==> config.mk <==
export PLATFORM = sky130hd
export DESIGN_NAME = instr_fetch
export DESIGN_NICKNAME = d
export VERILOG_FILES = /design/src/rtl/instr_fetch.sv
export SDC_FILE = /design/constraint.sdc
export NUM_CORES = 1
export LEC_CHECK = 0
export ABC_AREA = 1
export CAP_MARGIN = 20
export CORE_MARGIN = 8
export CORE_UTILIZATION = 36
export DETAILED_ROUTE_END_ITERATION = 16
export PLACE_DENSITY_LB_ADDON = 0.3
export RECOVER_POWER = 25
export SYNTH_ARGS = -nofsm -noshare
export SYNTH_HDL_FRONTEND = slang
export SYNTH_SLANG_ARGS = --single-unit
==> constraint.sdc <==
create_clock -name clk -period 1.8 [get_ports clk]
set_input_delay 0.45 -clock clk [delete_from_list [all_inputs] [get_ports clk]]
set_output_delay 0.45 -clock clk [all_outputs]
set_load 0.01 [all_outputs]
==> images/power_grid.png <==
The bar under the picture is 20 um long. Pins as bars on the die edge. Tap cells in gray.
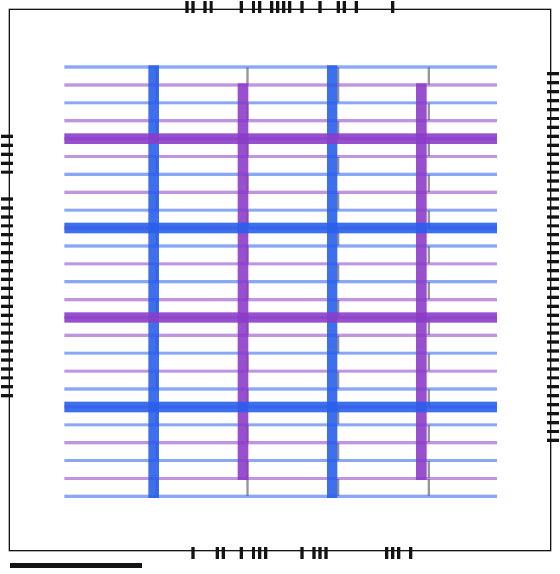
VSS: shown in blue. VDD: shown in purple.
The core has 24 rows. 4 straps on met5.
Die X: 82.1 um
Die Y: 82.1 um
Max VDD drop: 0.000659 V
Core ar.: 0.00429 mm^2

==> images/placement_by_type.png <==
The bar under the picture is 20 um long.
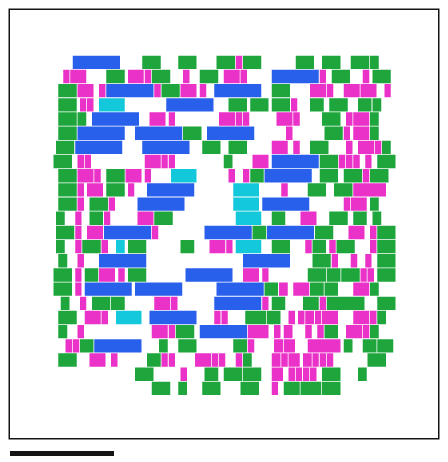
other buffers and delay cells: shown in green, cells 127, share of their area 41%. clock drivers and dummy loads: shown in cyan, cells 8, share of their area 3.7%. combinational and other logic: shown in magenta, cells 151, share of their area 29%. flops: shown in blue, cells 29, share of their area 26%.
FP Rows: 24
post-route cell area: 0.00281 mm^2
Seq area share: 0.258
Post-Route Utilization: 0.655

==> images/clk_routes.png <==
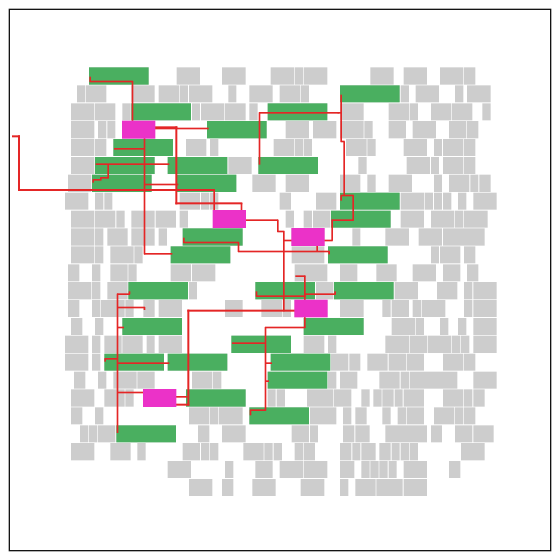
clock drivers: shown in magenta, count 5. clock wires: shown in red, length 389 um. flip-flops: shown in green, count 29.
There are 6 routed clock nets.
Clock Power: 0.582 mW
clock latency on the worst-skew pair: 0.28 ns
Final Skew: 0.00396 ns
clock power share: 0.163

==> images/wires.png <==
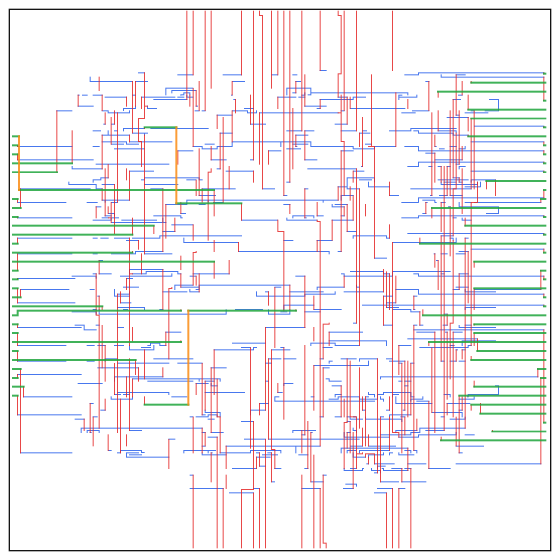
metal 4: shown in orange, wire length 34.0 um. metal 2: shown in red, wire length 2,070 um. metal 3: shown in green, wire length 567 um. metal 1: shown in blue, wire length 1,910 um.
Routed WL: 4580 um
drt wl/cell: 12.5 um
total number of vias: 1,571
Global Route Usage Sum: 0.137

==> images/congestion.png <==
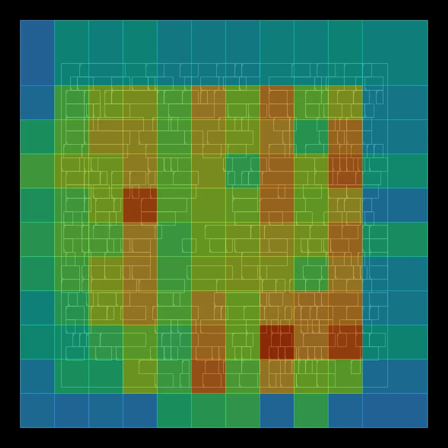
met1 Use GR: 0.149
global route hottest layer: met2
met3 Use GR: 0.0628
GR Layer Usage met2: 0.229

==> run_results.csv <==
group,metric,value,unit
outcome,status,"completed",
synthesis,fp_nets,239,
final_timing,hold_viol,0,
final_timing,setup_violations,0,
setup_path,path_class,"primary input to primary output",
clocking,cts_buffers,5,
final_timing,timing.fmax,564,MHz
pwr,leakage,1.46,nW
routing,viasPerCell,4.28,
setup_path,worst_r2r_path_depth,8,
worst_hold_path,min_path_cells,2,
job,maxCapViolCount,0,
clocking,cts_tree,"built",
global_route,grt_pass1_wl,7070,um
final_timing,holdWs,0.479,ns
synthesis,synth_area_per_cell,8.42,um^2
routing,firstDrtPassIters,4,
setup_path,r2r_slack,0.43,ns
setup_path,crit_fanout,6,
pwr,power_frac_seq,0.309,
synthesis,yosys_area,0.00157,mm^2
job,tool_warnings,28,
placed_design,numPortBuffers,101,
routing,drtIter0Drc,36,
global_route,antenna_found_initial,0,
synthesis,ys_top_cells_by_area,"dfrtp_1 46%, o21ai_2 20%, inv_1 10%, nand2_1 10%, buf_6 4.3%",
pwr,p_per_area,1270,mW/mm^2
synthesis,synth_cell_types,14,
pwr,power.internal,2.30,mW
finish,drive_above_1_share,0.317,
synthesis,synthesis.area,0.00157,mm^2
finish,lay_top_cells,"75 x clkdlybuf4s50_1, 42 x inv_1, 42 x nand2_1, 37 x o21ai_2, 29 x dfrtp_1",
worst_hold_path,hold_path_class,"flop to flop",
pwr,switching_share,0.354,
global_route,grt_pass1_vias,1571,
synthesis,postSynthSeqShare,0.461,
==> through the flow <==
stage	cell area (um^2)	power, mW	util	cells
2_1_floorplan	1570	1.94	-	187
3_5_place_dp	2740	3.05	0.638	354
6_report	2810	3.56	0.655	367
5_1_grt	2810	3.84	0.655	367
3_3_place_gp	2740	3.02	0.638	354
4_1_cts	2850	3.62	0.664	367
==> final cells by class <==
type,count,area share
multi-input combinational,106,0.225
tap,52,0.0231
clock inverter,1,0.00178
timing repair buffer,127,0.396
inverter,45,0.0619
clock buffer,7,0.0343
sequential,29,0.258
==> power groups by stage <==
| stage | registers (mW) | logic, mW | clock network [mW] |
|---|---|---|---|
| 2_1_floorplan | 1.25 | 0.689 | 0 |
| 3_3_place_gp | 1.09 | 1.92 | 0 |
| 3_5_place_dp | 1.11 | 1.95 | 0 |
| 4_1_cts | 1.10 | 1.92 | 0.600 |
| 5_1_grt | 1.15 | 2.06 | 0.633 |
| 6_report | 1.10 | 1.88 | 0.582 |
==> worst max-delay path, stage by stage <==
cell           delay, ns
dlygate4sd2_1       0.25
inv_2               0.09
buf_4               0.12
nand3_4             0.13
o21ai_2             0.15
buf_2               0.13
==> layer usage <==
metal / GRT usage / vias to the layer above / part of all wire
met2: 0.229 / 75 / 0.45
li1: - / 819 / -
met5: 0 / - / 0
met3: 0.0628 / 6 / 0.12
met1: 0.149 / 671 / 0.42
met4: 0.0561 / 0 / 0.0074
==> synth_stat cells <==
cell type  count
a21oi_1        1
inv_1         44
nand3_4        1
nand3_1        4
nor2_1        16
o21ai_2       36
o21ai_0        2
inv_2          1
dfrtp_1       29
nand4_1        2
buf_6          6
nand2_2        1
clkbuf_1       2
nand2_1       42
==> repair_timing <==
item / in CTS / in global routing
setup buffers: 4 / 0
resized: 64 / 26
pin swaps: 3 / 6
endpoints found under the setup margin: 23 / 21
cloned: 1 / 0
==> logic make-up (layout without fill, tap and decap cells) <==
group | count (synthesis) | in the layout | share of synthesized area
compound gates | 39 | 39 | 0.210
buf+inv | 53 | 180 | 0.155
flops | 29 | 29 | 0.461
simple gates | 66 | 67 | 0.174
Power and IR drop assume default switching activity.
